gate_families.png
Scale bar: 20 um.
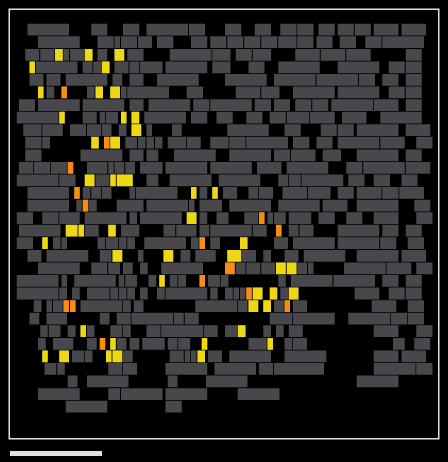
cell_classes.png
Scale bar: 20 um. Fill, decap, tap and diode cells in gray.
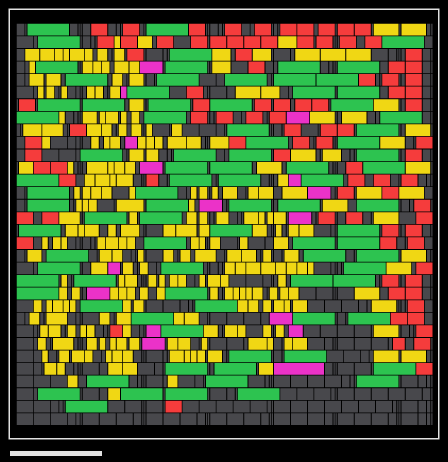
final_placement.png
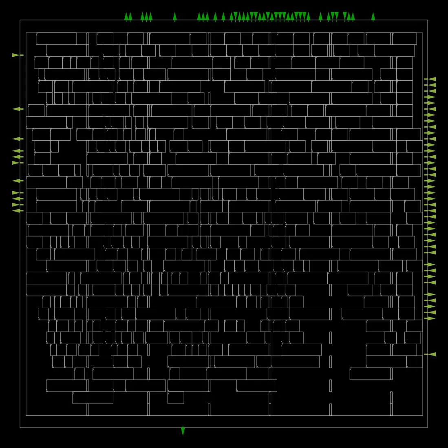
metal_stack.png
Scale bar: 20 um.
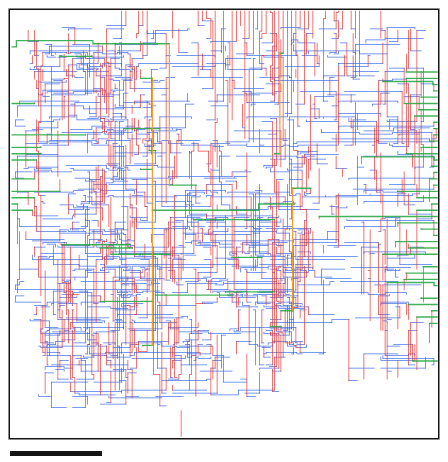
===== config.mk =====
export PLATFORM = sky130hd
export DESIGN_NAME = fifo_stream_reader
export DESIGN_NICKNAME = d
export VERILOG_FILES = /design/src/rtl/fifo_stream_reader_pkg.sv /design/src/rtl/fifo_stream_reader_pixel_position_counter.sv /design/src/rtl/fifo_stream_reader.sv
export SDC_FILE = /design/constraint.sdc
export NUM_CORES = 1
export LEC_CHECK = 0
export ABC_CLOCK_PERIOD_IN_PS = 4800
export CORE_UTILIZATION = 50
export CTS_CLUSTER_SIZE = 20
export DETAILED_ROUTE_END_ITERATION = 12
export PLACE_DENSITY = 0.79
export SYNTH_ARGS = -nofsm -noshare
export SYNTH_HDL_FRONTEND = slang
export SYNTH_SLANG_ARGS = --single-unit

===== constraint.sdc =====
create_clock -name CLK -period 4.8 [get_ports CLK]
set_clock_uncertainty 0.1 [all_clocks]
set_input_delay 0.72 -clock CLK [delete_from_list [all_inputs] [get_ports CLK]]
set_output_delay 0.72 -clock CLK [all_outputs]
set_load 0.03 [all_outputs]

===== src/rtl/fifo_stream_reader_pkg.sv =====
// Shared definitions for the pixel FIFO drain path: FSM encoding, default frame geometry
// and the stream FSM next-state function.
package fifo_stream_reader_pkg;

  typedef enum logic [1:0] {
    IDLE   = 2'd0,
    ACTIVE = 2'd1,
    DRAIN  = 2'd2
  } state_t;

  localparam int DEFAULT_FRAME_WIDTH  = 640;
  localparam int DEFAULT_FRAME_HEIGHT = 480;

  // frame_idle: next beat is x=y=0 and nothing of the current frame is left to hand over.
  function automatic state_t fsm_next(
    input state_t cur,
    input logic   enable,
    input logic   at_origin,
    input logic   frame_idle
  );
    state_t nxt;
    nxt = IDLE;
    case (cur)
      IDLE:    nxt = (enable && at_origin) ? ACTIVE : IDLE;
      ACTIVE:  nxt = enable ? ACTIVE : (frame_idle ? IDLE : DRAIN);
      DRAIN:   nxt = enable ? ACTIVE : (frame_idle ? IDLE : DRAIN);
      default: nxt = IDLE;
    endcase
    return nxt;
  endfunction

endpackage


===== src/rtl/fifo_stream_reader_pixel_position_counter.sv =====
// Raster position of the next pixel: x/y counters with wrap and first/last flags.
// Shared between the FIFO reader and writer sides.
module pixel_position_counter #(
  parameter int FRAME_WIDTH  = 640,
  parameter int FRAME_HEIGHT = 480,
  parameter int COUNT_WIDTH  = 16
) (
  input  logic                   CLK,
  input  logic                   RESET,
  input  logic                   ADVANCE,
  output logic [COUNT_WIDTH-1:0] X,
  output logic                   IS_FIRST,
  output logic                   IS_LAST_X,
  output logic                   IS_LAST_Y
);

  localparam logic [COUNT_WIDTH-1:0] LAST_X = COUNT_WIDTH'(FRAME_WIDTH - 1);
  localparam logic [COUNT_WIDTH-1:0] LAST_Y = COUNT_WIDTH'(FRAME_HEIGHT - 1);
  localparam logic [COUNT_WIDTH-1:0] ONE    = COUNT_WIDTH'(1);

  logic [COUNT_WIDTH-1:0] x_reg;
  logic [COUNT_WIDTH-1:0] y_reg;

  always_ff @(posedge CLK or negedge RESET) begin
    if (!RESET) begin
      x_reg <= '0;
      y_reg <= '0;
    end else if (ADVANCE) begin
      if (x_reg == LAST_X) begin
        x_reg <= '0;
        y_reg <= (y_reg == LAST_Y) ? '0 : y_reg + ONE;
      end else begin
        x_reg <= x_reg + ONE;
      end
    end
  end

  assign X         = x_reg;
  assign IS_FIRST  = (x_reg == '0) && (y_reg == '0);
  assign IS_LAST_X = (x_reg == LAST_X);
  assign IS_LAST_Y = (y_reg == LAST_Y);

endmodule


===== src/rtl/fifo_stream_reader.sv =====
// Drains a first-word-fall-through pixel FIFO into a valid/ready video stream with
// start-of-frame and end-of-line markers, stopping only on frame boundaries.
module fifo_stream_reader
  import fifo_stream_reader_pkg::*;
#(
  parameter int DATA_WIDTH   = 32,
  parameter int FRAME_WIDTH  = DEFAULT_FRAME_WIDTH,
  parameter int FRAME_HEIGHT = DEFAULT_FRAME_HEIGHT,
  parameter int COUNT_WIDTH  = 16
) (
  input  logic                   CLK,
  input  logic                   RESET,
  input  logic                   ENABLE,
  input  logic [DATA_WIDTH-1:0]  FIFO_DATA,
  input  logic                   FIFO_EMPTY,
  output logic                   FIFO_READ,
  output logic [DATA_WIDTH-1:0]  M_DATA,
  output logic                   M_VALID,
  input  logic                   M_READY,
  output logic                   M_USER,
  output logic                   M_LAST,
  output logic                   FRAME_DONE,
  output logic                   BUSY,
  output logic [COUNT_WIDTH-1:0] UNDERFLOW_COUNT
);

  state_t                 state_reg;
  state_t                 state_next;
  logic [DATA_WIDTH-1:0]  m_data_reg;
  logic                   m_valid_reg;
  logic                   m_user_reg;
  logic                   m_last_reg;
  logic                   last_line_reg;
  logic                   frame_done_reg;
  logic [COUNT_WIDTH-1:0] underflow_reg;

  logic [COUNT_WIDTH-1:0] pos_x;
  logic                   pos_first;
  logic                   pos_last_x;
  logic                   pos_last_y;

  logic slot_free;
  logic accept;
  logic frame_end;
  logic frame_idle;
  logic start_ok;
  logic load;
  logic underflow;

  pixel_position_counter #(
    .FRAME_WIDTH  (FRAME_WIDTH),
    .FRAME_HEIGHT (FRAME_HEIGHT),
    .COUNT_WIDTH  (COUNT_WIDTH)
  ) u_position (
    .CLK       (CLK),
    .RESET     (RESET),
    .ADVANCE   (load),
    .X         (pos_x),
    .IS_FIRST  (pos_first),
    .IS_LAST_X (pos_last_x),
    .IS_LAST_Y (pos_last_y)
  );

  assign slot_free  = !m_valid_reg || M_READY;
  assign accept     = m_valid_reg && M_READY;
  assign frame_end  = accept && m_last_reg && last_line_reg;
  // A beat held while the position sits at the origin is always the last of its frame.
  assign frame_idle = pos_first && (!m_valid_reg || accept);
  // The first pixel of a frame is only taken while streaming is requested.
  assign start_ok   = ENABLE || !pos_first;
  assign load       = (state_reg != IDLE) && !FIFO_EMPTY && slot_free && start_ok;
  assign underflow  = (state_reg != IDLE) && FIFO_EMPTY && slot_free && (pos_x != '0);
  assign state_next = fsm_next(state_reg, ENABLE, pos_first, frame_idle);

  always_ff @(posedge CLK or negedge RESET) begin
    if (!RESET) begin
      state_reg      <= IDLE;
      m_data_reg     <= '0;
      m_valid_reg    <= 1'b0;
      m_user_reg     <= 1'b0;
      m_last_reg     <= 1'b0;
      last_line_reg  <= 1'b0;
      frame_done_reg <= 1'b0;
      underflow_reg  <= '0;
    end else begin
      state_reg      <= state_next;
      frame_done_reg <= frame_end;
      if (load) begin
        m_data_reg    <= FIFO_DATA;
        m_valid_reg   <= 1'b1;
        m_user_reg    <= pos_first;
        m_last_reg    <= pos_last_x;
        last_line_reg <= pos_last_y;
      end else if (accept) begin
        m_valid_reg <= 1'b0;
      end
      if (underflow && (underflow_reg != {COUNT_WIDTH{1'b1}})) begin
        underflow_reg <= underflow_reg + COUNT_WIDTH'(1);
      end
    end
  end

  assign FIFO_READ       = load;
  assign M_DATA          = m_data_reg;
  assign M_VALID         = m_valid_reg;
  assign M_USER          = m_user_reg;
  assign M_LAST          = m_last_reg;
  assign FRAME_DONE      = frame_done_reg;
  assign BUSY            = (state_reg != IDLE);
  assign UNDERFLOW_COUNT = underflow_reg;

endmodule


==> ci_impl_report.md <==
## Synthesis and layout report

| Metric | Value |
|---|---|
| Met1 WL | `4.070 mm` |
| Max FO, Critical Path | `37` |
| R2R Setup Slk | `1740 ps` |
| Port Buf Inserts | `90` |
| Clk slew on worst S/H paths | `approximately 90 ps` |
| Logic pwr share | `44.4%` |
| Synth Seq Share | `52.98%` |
| Beginning of the worst hold path | `u_position.y_reg[15]` |
| P_clk | `0.510 mW` |
| Top cells by count | `87 x dfrtp_1, 26 x mux2_4, 22 x nand3_1, 20 x o21ai_0, 19 x nand2_1` |
| WL final | `8.803 mm` |
| ClkCell Share | `under 10%` |
| Clk pwr share | `18.1%` |
| Vias in the first global route | `2957` |
| Die W | `between 90 and 100 um` |
| Fmax | `about 230 MHz` |
| Comb area | `1818 sq um` |
| Die Y | `about 93 um` |
| Post-DR vias/cell | `roughly 5.6` |
| Pre-placement core utilization | `between 50 and 60%` |
| CLK BUF | `10` |
| Xor/xnor share | `5.116%` |
| Crit path buf inv count | `3` |
| P_leak | `2.322 nW` |
| Hold crit path type | `reg2reg` |
| Top cells excl fill/tap | `89 x clkdlybuf4s50_1, 87 x dfrtp_1, 26 x mux2_4` |
| Antenna violations before repair | `0` |
| P_seq | `1.05 mW` |
| Vias | `3082` |
| Detail Placement HPWL | `6.155 mm` |
| Final Hold Viols | `0` |
| Crit. Startpoint | `u_position.y_reg[0]` |
| Inverters, non-clock | `15` |
| CTS resizes | `0` |
| Log Warnings | `29` |
| Slew HR | `roughly 30%` |
| Syn-to-layout area delta | `28.81%` |
| Reg2Reg Capture Point | `M_DATA[23]` |
| Status | `completed` |
| Comb gates | `243` |
| First DRT Iteration DRCs | `134` |
| Top power group | `combinational logic` |
| Top sig layer | `met4` |
| Max Cap Violations | `0` |
| Worst setup EP type | `output pin` |
| First-pass GRT wire length | `14.15 mm` |
| Slowest Stage Delay on Critical Path | `around 670 ps` |
| Worst Hold Path Cells | `1` |
| Min Hold Slack | `381.9 ps` |
| Root buffer cell | `clkbuf_8` |
| Mux area share | `approximately 12%` |
| Yosys top cell by area | `dfrtp_1` |
| EDFF count, synth | `0` |
| Worst-Margin Slew | `1056 ps` |
| Switching share of power | `a little under two fifths` |
| Share of cells above drive strength 1 | `between 10% and 20%` |
| Final ANT Viol Nets | `0` |
| CTS Hold Bufs | `0` |
| R2R Path Start | `u_position.y_reg[0]` |
| Power Combinational | `1.25 mW` |
| Startpoint Class | `flop` |
| Cell Type Count | `41` |
| Final net count | `492` |
| Final-layout non-clock buffer area share | `17.26%` |
| Placer Congestion | `~0.80` |
| Met2 wire length | `a little over 4 mm` |
| CP Class | `reg2out` |
| Yosys chip area | `4109 sq um` |
| Skew-Pair Late Insertion Delay | `between 300 and 400 ps` |
| Sequential share of power | `37.5%` |
| Router iterations before antenna repair | `5` |
| Grt met2 use | `32.84%` |
| Yosys cell count | `355` |
| CP max-delay cell | `clkdlybuf4s50_1` |
| TNS Setup | `0 ps` |
| Largest net degree at the start of global routing | `88` |
| GRT overflow | `0` |
| Worst Path Arrival | `3490 ps` |
| Busiest layer in global routing | `met2` |
| Clock sinks | `about 87` |
| DIE AREA | `8584 sq um` |
| Main flop type | `dfrtp_1` |
About gate_families.png:
Key: inverters = orange [cells 15]; NOR gates = yellow [cells 46]
most common logic cell in the routed design: clkdlybuf4s50_1
Non-Filler Instances: 555
Comb area share: 34.35%

About cell_classes.png:
Key: other buffers and delay cells = red [cells 92]; clock drivers and dummy loads = magenta [cells 16]; flip-flops = green [cells 87]; all other logic = yellow [cells 258]
sequential share of cell area: 41.13%
core footprint: 7848 sq um

About final_placement.png:
Site Rows: 32
Finished Core Util: 67.44%
tally of filler cells in the layout: 618
# Taps: 102
flop count: 87

About metal_stack.png:
Key: met2 = red [wire length 4110 um]; met1 = blue [wire length 4070 um]; met3 = green [wire length 483 um]; met4 = orange [wire length 137 um]
Routed WL per cell: 15.86 um
Tot GR Track Use: 21.00%

No activity file was given, so power comes from the tool's default toggle rates.
